### src/rtl/sdram_host_sched.sv
// sdram_host_sched
//   Queues host read/write requests and hands them one at a time to an SDRAM
//   controller, interleaving periodic REFRESH commands. Refresh wins over a
//   queued request in the same IDLE cycle. Read data arrives as four bytes on
//   DATAOUT after R_DATAEND and is packed little-endian into RSP_RDATA.
//
// Optional feature:
//   SDRAM_HOST_SCHED_TIMEOUT_EN - when defined, a command that is not
//   accepted within ACK_TIMEOUT cycles is abandoned (host request completes
//   with RSP_ERR=1, refresh is silently dropped). When undefined the block
//   waits for CMDACK forever and RSP_ERR is constant 0.
//
// Ports:
//   CLK, RESET_N      clock; asynchronous reset, active HIGH despite the name
//   REQ_VALID/READY   host request handshake
//   REQ_WR/ADDR/WDATA host request fields (1 = write)
//   RSP_VALID         one-cycle completion pulse
//   RSP_RDATA/ERR     read data / ack-timeout flag qualifying RSP_VALID
//   CMD/ADDR/DATAIN   command to the controller (000 NOP, 001 READA,
//                     010 WRITEA, 011 REFRESH)
//   CMDACK            controller accepted the command
//   R_DATAEND/DATAOUT controller read completion and byte stream
module sdram_host_sched #(
    parameter int REFRESH_PERIOD = 1560,
    parameter int FIFO_DEPTH     = 4,
    parameter int WR_HOLD        = 12,
    parameter int ACK_TIMEOUT    = 16
) (
    input  logic        CLK,
    input  logic        RESET_N,
    input  logic        REQ_VALID,
    output logic        REQ_READY,
    input  logic        REQ_WR,
    input  logic [31:0] REQ_ADDR,
    input  logic [31:0] REQ_WDATA,
    output logic        RSP_VALID,
    output logic [31:0] RSP_RDATA,
    output logic        RSP_ERR,
    output logic [2:0]  CMD,
    output logic [31:0] ADDR,
    output logic [31:0] DATAIN,
    input  logic        CMDACK,
    input  logic        R_DATAEND,
    input  logic [7:0]  DATAOUT
);

`ifdef SDRAM_HOST_SCHED_TIMEOUT_EN
    localparam bit TIMEOUT_EN = 1'b1;
`else
    localparam bit TIMEOUT_EN = 1'b0;
`endif

    localparam int PW = $clog2(FIFO_DEPTH);
    localparam int CW = PW + 1;
    localparam int RW = (REFRESH_PERIOD > 1) ? $clog2(REFRESH_PERIOD) : 1;
    localparam int HW = $clog2(WR_HOLD + 1);
    localparam int TW = $clog2(ACK_TIMEOUT + 1);

    localparam logic [CW-1:0] DEPTH_C    = CW'(FIFO_DEPTH);
    localparam logic [RW-1:0] REF_LAST   = RW'(REFRESH_PERIOD - 1);
    localparam logic [HW-1:0] HOLD_LAST  = HW'(WR_HOLD - 1);
    localparam logic [HW-1:0] HOLD_PULSE = HW'(WR_HOLD - 2);
    localparam logic [TW-1:0] TO_LAST    = TW'(ACK_TIMEOUT - 1);

    localparam logic [2:0] CMD_NOP     = 3'b000;
    localparam logic [2:0] CMD_READA   = 3'b001;
    localparam logic [2:0] CMD_WRITEA  = 3'b010;
    localparam logic [2:0] CMD_REFRESH = 3'b011;

    typedef enum logic [2:0] {
        S_IDLE, S_ISSUE, S_WHOLD, S_RWAIT, S_RCAP, S_REFACK
    } state_t;

    state_t          state;
    logic [2:0]      cmd_r;
    logic [31:0]     addr_r;
    logic [31:0]     datain_r;
    logic            rsp_valid_r;
    logic [31:0]     rsp_rdata_r;
    logic            rsp_err_r;
    logic            cur_wr;
    logic [HW-1:0]   hold_cnt;
    logic [TW-1:0]   to_cnt;
    logic [2:0]      cap_cnt;

    logic            fifo_wr   [FIFO_DEPTH];
    logic [31:0]     fifo_addr [FIFO_DEPTH];
    logic [31:0]     fifo_data [FIFO_DEPTH];
    logic [PW-1:0]   wr_ptr;
    logic [PW-1:0]   rd_ptr;
    logic [CW-1:0]   count;
    logic [CW-1:0]   count_next;
    logic            ready;
    logic            push;
    logic            pop;

    logic [RW-1:0]   ref_cnt;
    logic            ref_wrap;
    logic            ref_pending;
    logic            ref_clear;
    logic            timed_out;

    assign push      = REQ_VALID & ready;
    // The FSM takes the head entry only when no refresh is waiting.
    assign pop       = (state == S_IDLE) & ~ref_pending & (count != '0);
    assign ref_wrap  = (ref_cnt == REF_LAST);
    assign timed_out = TIMEOUT_EN & (to_cnt == TO_LAST);
    assign ref_clear = (state == S_REFACK) & (CMDACK | timed_out);

    always_comb begin
        count_next = count + CW'(push) - CW'(pop);
    end

    // READY is registered from the next occupancy so it is low in reset and
    // rises on the first clock edge after reset is released.
    always_ff @(posedge CLK or posedge RESET_N) begin
        if (RESET_N) begin
            wr_ptr <= '0;
            rd_ptr <= '0;
            count  <= '0;
            ready  <= 1'b0;
        end else begin
            if (push) wr_ptr <= wr_ptr + PW'(1);
            if (pop)  rd_ptr <= rd_ptr + PW'(1);
            count <= count_next;
            ready <= (count_next != DEPTH_C);
        end
    end

    always_ff @(posedge CLK) begin
        if (push) begin
            fifo_wr[wr_ptr]   <= REQ_WR;
            fifo_addr[wr_ptr] <= REQ_ADDR;
            fifo_data[wr_ptr] <= REQ_WDATA;
        end
    end

    // Free-running refresh interval counter, independent of FSM state.
    always_ff @(posedge CLK or posedge RESET_N) begin
        if (RESET_N) begin
            ref_cnt <= '0;
        end else begin
            ref_cnt <= ref_wrap ? '0 : ref_cnt + RW'(1);
        end
    end

    always_ff @(posedge CLK or posedge RESET_N) begin
        if (RESET_N) begin
            state       <= S_IDLE;
            cmd_r       <= CMD_NOP;
            addr_r      <= '0;
            datain_r    <= '0;
            rsp_valid_r <= 1'b0;
            rsp_rdata_r <= '0;
            rsp_err_r   <= 1'b0;
            cur_wr      <= 1'b0;
            hold_cnt    <= '0;
            to_cnt      <= '0;
            cap_cnt     <= '0;
            ref_pending <= 1'b0;
        end else begin
            rsp_valid_r <= 1'b0;
            rsp_err_r   <= 1'b0;
            case (state)
                S_IDLE: begin
                    to_cnt <= '0;
                    if (ref_pending) begin
                        cmd_r <= CMD_REFRESH;
                        state <= S_REFACK;
                    end else if (count != '0) begin
                        cmd_r    <= fifo_wr[rd_ptr] ? CMD_WRITEA : CMD_READA;
                        addr_r   <= fifo_addr[rd_ptr];
                        datain_r <= fifo_data[rd_ptr];
                        cur_wr   <= fifo_wr[rd_ptr];
                        state    <= S_ISSUE;
                    end else begin
                        cmd_r <= CMD_NOP;
                    end
                end
                S_ISSUE: begin
                    if (CMDACK) begin
                        cmd_r    <= CMD_NOP;
                        hold_cnt <= '0;
                        if (cur_wr) begin
                            // A one-cycle hold makes the first WHOLD cycle the last.
                            rsp_valid_r <= (WR_HOLD == 1);
                            state       <= S_WHOLD;
                        end else begin
                            state <= S_RWAIT;
                        end
                    end else if (timed_out) begin
                        cmd_r       <= CMD_NOP;
                        rsp_valid_r <= 1'b1;
                        rsp_err_r   <= 1'b1;
                        state       <= S_IDLE;
                    end else begin
                        to_cnt <= to_cnt + TW'(1);
                    end
                end
                S_WHOLD: begin
                    // The pulse is registered one count early so it lines up
                    // with the final hold cycle.
                    if (hold_cnt == HOLD_LAST) begin
                        state <= S_IDLE;
                    end else begin
                        hold_cnt    <= hold_cnt + HW'(1);
                        rsp_valid_r <= (hold_cnt == HOLD_PULSE);
                    end
                end
                S_RWAIT: begin
                    if (R_DATAEND) begin
                        cap_cnt <= '0;
                        state   <= S_RCAP;
                    end
                end
                S_RCAP: begin
                    // The first edge after R_DATAEND carries no data; bytes
                    // follow on the next four edges, least significant first.
                    cap_cnt <= cap_cnt + 3'd1;
                    case (cap_cnt)
                        3'd1: rsp_rdata_r[7:0]   <= DATAOUT;
                        3'd2: rsp_rdata_r[15:8]  <= DATAOUT;
                        3'd3: rsp_rdata_r[23:16] <= DATAOUT;
                        3'd4: begin
                            rsp_rdata_r[31:24] <= DATAOUT;
                            rsp_valid_r        <= 1'b1;
                            state              <= S_IDLE;
                        end
                        default: ;
                    endcase
                end
                S_REFACK: begin
                    if (ref_clear) begin
                        cmd_r <= CMD_NOP;
                        state <= S_IDLE;
                    end else begin
                        to_cnt <= to_cnt + TW'(1);
                    end
                end
                default: state <= S_IDLE;
            endcase

            // A new wrap outranks the clear so a refresh interval is never lost.
            if (ref_wrap) begin
                ref_pending <= 1'b1;
            end else if (ref_clear) begin
                ref_pending <= 1'b0;
            end
        end
    end

    assign REQ_READY = ready;
    assign CMD       = cmd_r;
    assign ADDR      = addr_r;
    assign DATAIN    = datain_r;
    assign RSP_VALID = rsp_valid_r;
    assign RSP_RDATA = rsp_rdata_r;
    assign RSP_ERR   = TIMEOUT_EN ? rsp_err_r : 1'b0;

endmodule

### config.mk
export PLATFORM = sky130hd
export DESIGN_NAME = sdram_host_sched
export DESIGN_NICKNAME = d
export VERILOG_FILES = /design/src/rtl/sdram_host_sched.sv
export SDC_FILE = /design/constraint.sdc
export NUM_CORES = 1
export LEC_CHECK = 0
export CAP_MARGIN = 15
export CORE_ASPECT_RATIO = 0.5
export CORE_UTILIZATION = 55
export DETAILED_ROUTE_END_ITERATION = 8
export PLACE_DENSITY = 0.79
export SYNTH_ARGS = -nofsm -noshare
export SYNTH_HDL_FRONTEND = slang
export SYNTH_SLANG_ARGS = --single-unit
export TNS_END_PERCENT = 5
### constraint.sdc
create_clock -name CLK -period 5.3 [get_ports CLK]
set_input_delay 0.795 -clock CLK [delete_from_list [all_inputs] [get_ports CLK]]
set_output_delay 0.795 -clock CLK [all_outputs]
set_load 0.03 [all_outputs]
**Run 1: met3 routing**

Drawn at 3 px/um.
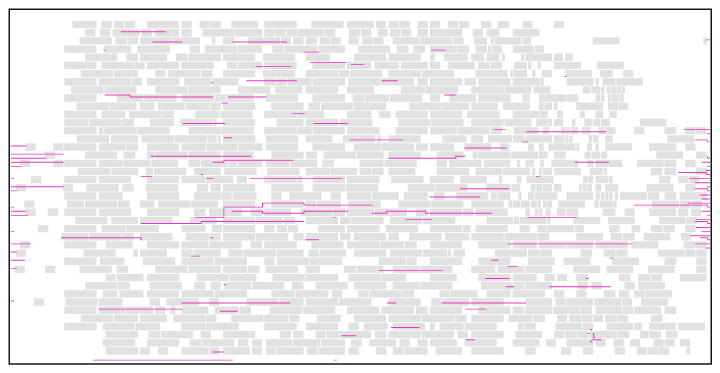
share of all routed wire: 4.2%
wire length on this layer: 1180 um
nets with wire on the layer: 72
main direction: horizontal
longest straight run: 46.2 um
GR Util met3: 3.80%
final WL: 28.3 mm
vias post-DR: 7184

**Run 1: clock routing**

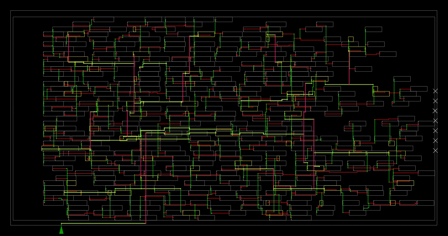
CTS Buf Count: 35
Worst-Skew Late Latency: 0.52 ns
registers: 390
CLK BUF: 43
CTS Sinks: 390

**Run 1: a small window of the routed layout**

Window x 150 to 200, y 63 to 113 um. Cells in grey, sequential cells in the stronger grey; small squares are vias.
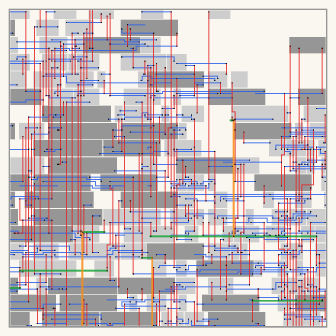
legend:
  blue:
    layer: metal 1
  red:
    layer: metal 2
  orange:
    layer: metal 4
  green:
    layer: metal 3
most frequent: dfrtp_1 (23), nand2_1 (11)
sequential cells in the window: 32
netlist names of flops here include: fifo_addr (5), ref_cnt (5), fifo_wr (4)
cells with their middle in the window: 134

**Run 1: M4 wires**

Drawn at 2 px/um. Supply wires on this layer in grey.
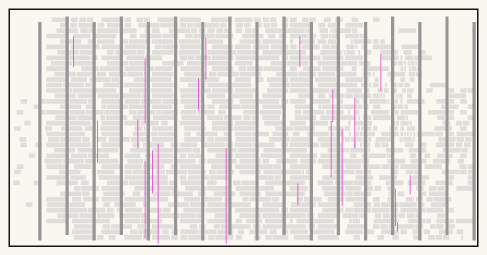
longest straight run: 49.6 um
wire length on this layer: 458 um
nets with wire on the layer: 12
share of all routed wire: 1.6%

run 1: placed cells by master, fill, tap and decap left out, types with 3 or more instances in the layout:
cell             synthesis  layout
a21oi_1                  7       7
nor2_1                  18      18
xor2_1                   8       8
clkbuf_16                0      35
inv_1                   14      13
edfxtp_1               260     260
nand2_1                 17      17
clkinv_2                 0       8
dfrtp_1                130     128
clkbuf_8                 0       6
nand3_1                  6       6
nor2b_1                  3       3
mux4_2                  65      65
nand4_1                  3       3
clkdlybuf4s50_1          0     177
xnor2_1                  6       6
ha_1                    14      14
a21o_1                   3       3
clkinvlp_4               0       4
buf_4                    3       3
mux2_2                  99      99
and3_4                   0       4
run 1: worst paths after layout:
check                                      to  slack [ns]       start  cells past startpoint
worst max-delay path                DATAIN[4]        2.75   rd_ptr[0]                      3
worst min-delay path               ref_cnt[8]        0.50  ref_cnt[8]                      1
worst max register to register      DATAIN[4]        2.75   rd_ptr[0]                      3
worst min register to register     ref_cnt[8]        0.50  ref_cnt[8]                      1
max in group asynchronous             ADDR[5]        3.30     RESET_N                      3
min in group asynchronous       RSP_RDATA[28]        0.86     RESET_N                      2
run 1: where the power goes:
| part | total (mW) | internal (mW) | switching [mW] |
|---|---|---|---|
| clock network | 2.47 | 1.36 | 1.11 |
| logic | 3.52 | 1.77 | 1.75 |
| registers | 4.70 | 4.11 | 0.589 |
run 1: stage by stage:
stage          hold slack, ns  power (mW)  area (sq um)  setup slack [ns]
2_1_floorplan           0.455        7.02         14700              1.04
6_report                0.496        10.7         17900              2.75
3_5_place_dp            0.487        8.30         16800              2.48
3_3_place_gp            0.473        8.18         16800              2.56
4_1_cts                 0.499        10.8         17900              2.65
5_1_grt                 0.508        11.1         17900              2.54
run 1: area by class of cell:
cell class | instances | area [sq um] | share of cell area, %
clock buffer | 43 | 966 | 5.39
multi-input combinational | 288 | 3470 | 19.3
inverter | 14 | 57.6 | 0.321
tap | 344 | 430 | 2.40
sequential | 390 | 11100 | 61.7
timing repair buffer | 180 | 1790 | 10.0
clock inverter | 19 | 150 | 0.837
run 1: kinds of logic after synthesis:
logic type	after synthesis	synth area share, %
DFF	390	75.1
muxes	166	17.6
and+or+nand+nor	69	2.57
buffers and inverters	42	1.57
AOI/OAI and AO/OA	22	0.985
adders and majority gates	15	1.32
xor gates and xnor gates	14	0.832
other	1	0.0254
run 1: metal layers:
| layer | vias up | track usage, % | wire length, um | part of all wire [%] |
|---|---|---|---|---|
| met5 | - | 0 | 11 | 0.039 |
| met4 | 2 | 5.15 | 457 | 1.6 |
| met3 | 46 | 3.80 | 1180 | 4.2 |
| met2 | 166 | 36.8 | 14700 | 52 |
| met1 | 3790 | 28.0 | 11900 | 42 |
| li1 | 3180 | - | - | - |
run 1: state kept, by name (all words and copies together) (netlist names), 2 cells and up:
signal,flops
fifo_addr,128
fifo_data,128
ADDR,32
DATAIN,32
RSP_RDATA,32
ref_cnt,11
fifo_wr,4
hold_cnt,4
cap_cnt,3
count,3
state,3
CMD,2
rd_ptr,2
wr_ptr,2
run 1: critical path: stages, from the launching register on:
cell     delay, ns
dfrtp_4       1.08
buf_4         0.51
mux4_2        0.56
mux2_2        0.27
==> flow_summary.json, run 1 <==
{
  "antenna_cells": 0,
  "top_cell": "edfxtp_1",
  "yosys_area_sq_um": 14700,
  "max_slew_margin_pct": 26.6,
  "synth_cell_types": 47,
  "critPathArrivalTime_ns": 2.95,
  "violations": "design-rule violations",
  "post-route-min-period_ns": 2.55,
  "antenna_found_initial": 1,
  "final_nets": 1002,
  "yosys.area.top_type": "edfxtp_1",
  "skew_ns": 0.0283,
  "die_h_um": 118,
  "ys_seq_share_pct": 75.1,
  "grt_pass1_wl_mm": 43.9,
  "ys.flop_type": "edfxtp_1",
  "async_flop_share_pct": 33.3,
  "edf_count": 260,
  "top_cells_by_count": "260 x edfxtp_1, 130 x dfrtp_1, 99 x mux2_2, 65 x mux4_2, 18 x nor2_1",
  "die_area_sq_um": 27500,
  "die_w_um": 233,
  "placedCellCount": 1216,
  "p_leak_nw": 6.44,
  "finalNonFillerCells": 1278,
  "crit_path_end_kind": "flop",
  "max-cap-violations": 0,
  "syn_inst": 719,
  "cts.htree.levels": 2,
  "final.period_utilization_pct": 48.2,
  "utilization_pct": 69.6,
  "drv_slew": 0,
  "fp-utilization_pct": 57.2,
  "holdBufCountCts": 0,
  "synthesis.area_sq_um": 14700,
  "cts_resized": 0,
  "drt_iter0_markers": 534,
  "clk_path_buf_depth": 3,
  "rows": 41,
  "dr.pass1.iters": 6,
  "post_cts_buffers": 0,
  "io_pins": 180,
  "overflow": 0,
  "gp_congestion": 0.757,
  "hold_viol": 0,
  "fin_setup_tns_ns": 0,
  "hp-class": "flop to flop",
  "status": "finished with violations",
  "ys_ff": 390,
  "ys_cells": 719,
  "core_sq_um": 25800,
  "hpwl_mm": 15.9,
  "ant_nets": 0,
  "grt_pass1_vias": 7719,
  "final-setup-viol-count": 0,
  "route.detailed.drc": 14,
  "fmaxAchievable_mhz": 392,
  "cp.required_ns": 5.69,
  "avgSynthCellArea_sq_um": 20.5,
  "vdd_ir_drop_max_mv": 0.383,
  "yosys.area.top_type_share_pct": 53.0,
  "nFillCells": 1554,
  "area_leaders": "edfxtp_1 53%, dfrtp_1 22%, mux4_2 9.9%",
  "tightest_slew_ns": 1.10,
  "portBuffers": 177,
  "criticalPathCategory": "flop to flop",
  "cts-root-buf": "clkbuf_16",
  "cts_tree": "yes",
  "drive_gt1_share_pct": 25.4,
  "worstPathMaxFanout": 49,
  "wl_per_cell_um": 22.1,
  "start_kind": "flop",
  "yosysWarnings": 0,
  "synthToLayoutAreaGrowth_pct": 21.7,
  "grt_setup_unrepaired": "no",
  "globalRouteTotalUtil_pct": 21.2,
  "viasPerCell": 5.62,
  "clkTransAtPathRegs_ns": 0.07,
  "warnings": 36,
  "powerDensity_nw_per_um2": 596,
  "grt_max_degree": 102
}
**Run 1: pin placement**

Drawn at 2 px/um. Pins as bars across the die edge, other pins in grey.
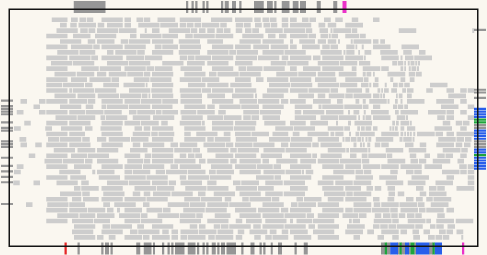

==> run 2, diff against run 1 <==
==> constraint.sdc (replaced) <==
create_clock -name CLK -period 2.45 [get_ports CLK]
set_input_delay 0.3675 -clock CLK [delete_from_list [all_inputs] [get_ports CLK]]
set_output_delay 0.3675 -clock CLK [all_outputs]
set_load 0.03 [all_outputs]
**Run 2: pin placement**

Drawn at 2 px/um. Pins as bars across the die edge, other pins in grey.
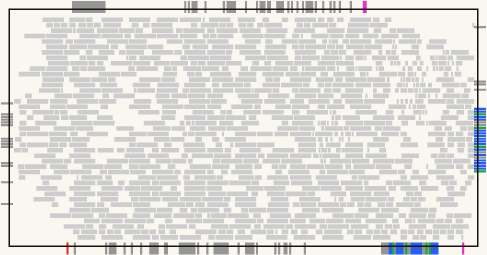
legend:
  red:
    port: CLK
    pins: 1
    direction: input
    edge: bottom
  magenta:
    port: CMD
    pins: 3
    direction: output
    edge: 2 top, 1 bottom
  green:
    port: DATAOUT
    pins: 8
    direction: input
    edge: 4 bottom, 4 right
  blue:
    port: RSP_RDATA
    pins: 32
    direction: output
    edge: 16 bottom, 16 right
all pins by edge: 81 bottom, 57 top, 28 right, 14 left
PortBufs: 177
Die H: 118 um
Die Width: 233 um

==> run 2 against run 1 <==
The run still ends with design-rule violations left. Design area rose by 1.8%. Sequential share of layout area down 1.1 points. Highest routed layer is now met4. Setup slack worse by 2.5 ns. Register-to-register slack lost 2.5 ns.
==> flow_summary.json, run 2 <==
{
  "top_cells_by_count": "260 x edfxtp_1, 130 x dfrtp_1, 99 x mux2_2, 65 x mux4_2, 18 x nor2_1",
  "cpMaxStageDelayCell": "fa_1",
  "io_pins": 180,
  "top_layer": "met4",
  "cp.required_ns": 2.84,
  "dr_wl_met3_mm": 1.07,
  "ys_ff": 390,
  "die_area_sq_um": 27500,
  "p_int_mw": 15.8,
  "worstPathMaxFanout": 3,
  "final.period_utilization_pct": 90.5,
  "holdBufCountCts": 0,
  "mostFrequentLayoutCell": "edfxtp_1",
  "regArea_sq_um": 11100,
  "post_cts_buffers": 0,
  "synthesis.area_sq_um": 14700,
  "hp-class": "input port to asynchronous set/reset pin",
  "critPathArrivalTime_ns": 2.61,
  "wl_met2_mm": 14.5,
  "start_kind": "flop",
  "stdcell_area_sq_um": 18300,
  "path_cells": "or3_4, nor3_4, ha_1, inv_1, ha_1, fa_1, nor2_1, nand2_1",
  "ys_cells": 719,
  "place_ws_ns": 0.117,
  "path_common_cell": "ha_1",
  "skew_ns": 0.0198,
  "mi_logic_area_sq_um": 3470,
  "crit_path_end_kind": "flop",
  "max-cap-violations": 0,
  "drv_slew": 0,
  "clk_path_buf_depth": 3,
  "violations": "design-rule violations",
  "dr.pass1.iters": 8,
  "wl_met1_mm": 12.1,
  "yosys_area_sq_um": 14700,
  "drive_gt1_share_pct": 26.2,
  "cpPeakStageDelay_ns": 0.43,
  "cts_tree": "yes",
  "globalRouteTotalUtil_pct": 21.7,
  "area_leaders": "edfxtp_1 53%, dfrtp_1 22%, mux4_2 9.9%",
  "viasPerCell": 5.54,
  "cts-root-buf": "clkbuf_16",
  "antenna_found_initial": 1,
  "final_nets": 1027,
  "hpwl_mm": 17.7,
  "finalNonFillerCells": 1304,
  "yosys.area.top_type": "edfxtp_1",
  "overflow": 0,
  "placedCellCount": 1242,
  "cts.htree.levels": 2,
  "reg_top3": "fifo_addr: 128 flops, fifo_data: 128 flops",
  "p_leak_nw": 6.59,
  "tightest_slew_ns": 0.583,
  "ys.flop_type": "edfxtp_1",
  "top_cell": "edfxtp_1",
  "edf_count": 260,
  "grt_pass1_vias": 7937,
  "synthToLayoutAreaGrowth_pct": 24.0,
  "hold_viol": 0,
  "fmaxAchievable_mhz": 451,
  "route.detailed.drc": 12,
  "power_mw": 23.2,
  "core_sq_um": 25800,
  "synth_cell_types": 47,
  "syn_inst": 719,
  "place_area_sq_um": 17200,
  "timing.final.ws_setup_ns": 0.232,
  "cts_resized": 0,
  "status": "finished with violations",
  "rows": 41,
  "clock-sinks": 390,
  "warnings": 34
}
**Run 2: met3 routing**

Drawn at 3 px/um.
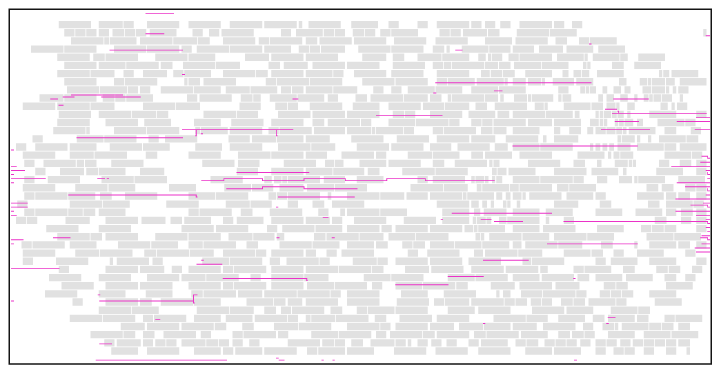
final WL: 28.2 mm
vias post-DR: 7225
GR Util met3: 3.78%

## run 2: routing by layer
| layer | vias to the layer above | track usage, % |
|---|---|---|
| li1 | 3254 | - |
| met1 | 3789 | 29.5 |
| met2 | 140 | 36.5 |
| met3 | 42 | 3.78 |
| met4 | 0 | 5.93 |
| met5 | - | 0 |
## run 2: worst max-delay path, delay by kind of cell (launching register included)
| kind | cells | cell delay (ns) |
|---|---|---|
| adders and majority gates | 3 | 0.85 |
| buffers and inverters | 1 | 0.06 |
| DFF | 1 | 0.37 |
| and+or+nand+nor | 4 | 0.81 |
## run 2: area by class of cell
class | count | area share [%]
Sequential cell | 390 | 60.6
Multi-Input combinational cell | 288 | 19.0
Timing Repair Buffer | 206 | 12.1
Clock buffer | 50 | 5.27
Tap cell | 344 | 2.36
Clock inverter | 11 | 0.349
Inverter | 14 | 0.308
Antenna cell | 1 | 0.0137
## run 2: kinds of logic (layout without fill, tap and decap cells)
logic type | Yosys count | in the layout | share of synthesized area, %
muxes | 166 | 166 | 17.6
other | 1 | 3 | 0.0254
AOI/OAI and AO/OA | 22 | 22 | 0.985
and+or+nand+nor | 69 | 69 | 2.57
xor gates and xnor gates | 14 | 14 | 0.832
DFF | 390 | 390 | 75.1
adders and majority gates | 15 | 15 | 1.32
buffers and inverters | 42 | 281 | 1.57
## run 2: worst paths after layout
path / startpoint / to / slack [ns] / cells past startpoint
max: state[0] / REQ_READY / 0.23 / 8
max in group asynchronous: RESET_N / rd_ptr[1] / 1.71 / 3
min reg2reg: ref_cnt[0] / ref_cnt[0] / 0.50 / 1
max reg2reg: state[0] / REQ_READY / 0.23 / 8
min in group CLK: REQ_WDATA[27] / fifo_data[1][27] / 0.48 / 1
min: RESET_N / ADDR[9] / 0.38 / 3
## run 2: power groups by stage
stage	combinational (mW)	sequential [mW]	clock, mW
2_1_floorplan	4.10	11.1	0
3_3_place_gp	8.32	9.82	0
3_5_place_dp	8.51	9.93	0
4_1_cts	8.57	9.82	5.14
5_1_grt	8.94	9.99	5.42
6_report	8.44	9.79	5.01
==> run 3, diff against run 2 <==
--- a/config.mk
+++ b/config.mk
@@ -5,9 +5,10 @@
 export SDC_FILE = /design/constraint.sdc
 export NUM_CORES = 1
 export LEC_CHECK = 0
-export CAP_MARGIN = 15
+export CAP_MARGIN = 20
 export CORE_ASPECT_RATIO = 0.5
 export CORE_UTILIZATION = 55
+export CTS_CLUSTER_SIZE = 28
 export DETAILED_ROUTE_END_ITERATION = 8
 export PLACE_DENSITY = 0.79
 export SYNTH_ARGS = -nofsm -noshare
**Run 3: M4 wires**

Drawn at 2 px/um. Supply wires on this layer in grey.
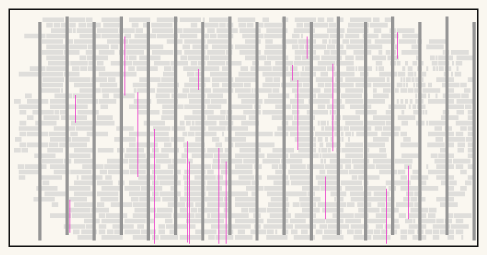
longest straight run: 57.1 um
wire length on this layer: 532 um
nets with wire on the layer: 11
share of all routed wire: 1.9%
main direction: vertical

**Run 3: met3 routing**

Drawn at 3 px/um.
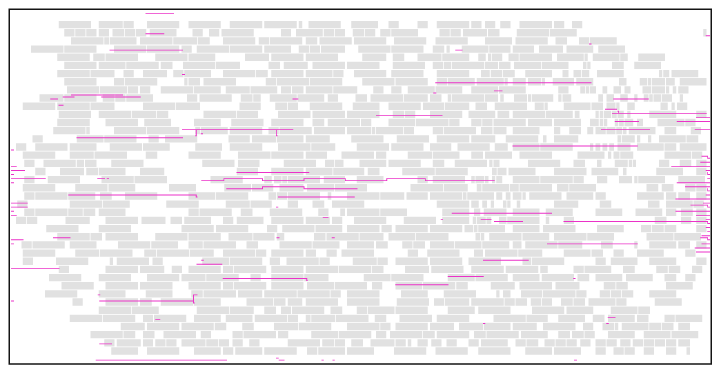
share of all routed wire: 3.8%
longest straight run: 51.8 um
nets with wire on the layer: 72

==> run 3 against run 2 <==
The run still ends with design-rule violations left. Register-to-register slack about the same. Clock skew unchanged. Count of clock-buffer cells in the layout unchanged. Global-route usage unchanged. Fmax unchanged. Combinational power about the same. Via count unchanged. Wire length unchanged. Clock power about the same. Area after synthesis unchanged. Critical path type unchanged.
==> flow_summary.json, run 3 <==
{
  "status": "finished with violations",
  "violations": "design-rule violations",
  "cts.htree.levels": 2,
  "cts-root-buf": "clkbuf_16",
  "criticalPathCategory": "flop to flop",
  "ys_seq_share_pct": 75.1,
  "stdcell_area_sq_um": 18300,
  "fp-utilization_pct": 57.2,
  "clkTransAtPathRegs_ns": 0.06,
  "final_nets": 1027,
  "synthesis.area_sq_um": 14700,
  "critPathArrivalTime_ns": 2.61,
  "wl_mm": 28.2,
  "final.period_utilization_pct": 90.5,
  "place_area_sq_um": 17200,
  "worstPathMaxFanout": 3,
  "warnings": 34,
  "adder_share_pct": 1.32,
  "cts_tree": "yes",
  "top_cell": "edfxtp_1",
  "place_ws_ns": 0.117,
  "die_h_um": 118,
  "final_cell_mix": "260 x edfxtp_1, 177 x clkdlybuf4s50_1, 128 x dfrtp_1, 99 x mux2_2, 65 x mux4_2",
  "yosys.area.top_type": "edfxtp_1",
  "die_w_um": 233,
  "synth_xor_xnor_area_share_pct": 0.832,
  "syn_inst": 719,
  "skew_ns": 0.0198,
  "edf_count": 260,
  "muxShareOfSynthArea_pct": 17.6,
  "holdBufCountCts": 0,
  "die_area_sq_um": 27500,
  "synth_cell_types": 47,
  "grt_pass1_vias": 7937,
  "drive_gt1_share_pct": 26.2,
  "cpPeakStageDelay_ns": 0.43,
  "ys_ff": 390,
  "drv_slew": 0,
  "p_leak_nw": 6.59,
  "post_cts_buffers": 0,
  "crit_path_end_kind": "flop",
  "path_buffers": 1,
  "hp-class": "input port to asynchronous set/reset pin",
  "viasPerCell": 5.54,
  "start_kind": "flop",
  "max_slew_margin_pct": 61.0,
  "timing.final.ws_setup_ns": 0.232,
  "grt_pass1_wl_mm": 45.1,
  "max-cap-violations": 0,
  "route.detailed.drc": 12,
  "vdd_ir_drop_max_mv": 0.714,
  "clock-sinks": 390,
  "simple_gate_share_pct": 2.57,
  "overflow": 0,
  "ys_cells": 719,
  "drt_iter0_markers": 473,
  "post-route-min-period_ns": 2.22,
  "cpMaxStageDelayCell": "fa_1",
  "globalRouteTotalUtil_pct": 21.7,
  "rows": 41
}
==> run 3: cell type report <==
class,count,area (sq um)
Sequential cell,390,11100
Fill cell,1580,7490
Multi-Input combinational cell,288,3470
Timing Repair Buffer,206,2210
Clock buffer,50,962
Tap cell,344,430
Clock inverter,11,63.8
Inverter,14,56.3
Antenna cell,1,2.50
==> run 3: final timing paths <==
path | endpoint | slack, ns | cells past startpoint | startpoint
worst max-delay path | REQ_READY | 0.23 | 8 | state[0]
worst min-delay path | ADDR[9] | 0.38 | 3 | RESET_N
worst max register to register | REQ_READY | 0.23 | 8 | state[0]
worst min register to register | ref_cnt[0] | 0.50 | 1 | ref_cnt[0]
max in group asynchronous | rd_ptr[1] | 1.71 | 3 | RESET_N
min in group CLK | fifo_data[1][27] | 0.48 | 1 | REQ_WDATA[27]
==> run 3: cells by family after synthesis <==
| family | count (synthesis) |
|---|---|
| DFF | 390 |
| other | 1 |
| muxes | 166 |
| buffers and inverters | 42 |
| xor gates and xnor gates | 14 |
| and+or+nand+nor | 69 |
| AOI/OAI and AO/OA | 22 |
| adders and majority gates | 15 |
==> run 3: power breakdown <==
part	total (mW)	internal, mW	switching, mW
registers	9.79	8.87	0.925
clock network	5.01	2.75	2.26
logic	8.44	4.19	4.25
total	23.2	15.8	7.44
==> run 3: metal layers <==
layer	wire [um]	share of wire, %	track usage (%)	vias up
li1	-	-	-	3254
met1	12100	43	29.5	3789
met2	14500	51	36.5	140
met3	1070	3.8	3.78	42
met4	532	1.9	5.93	0
met5	0	0	0	-
==> run 3: worst register-to-register path: cells and delay by family, from the launching register on <==
family / cells / cell delay [ns]
adders and majority gates: 3 / 0.85
and+or+nand+nor: 4 / 0.81
DFF: 1 / 0.37
buffers and inverters: 1 / 0.06
==> run 3: metrics by stage <==
stage	hold slack, ns	TNS, ns
6_report	0.381	0
5_1_grt	0.414	0
4_1_cts	0.397	0
3_5_place_dp	0.483	0
3_3_place_gp	0.472	0
2_1_floorplan	0.455	-42.76
Power and IR drop assume default switching activity.
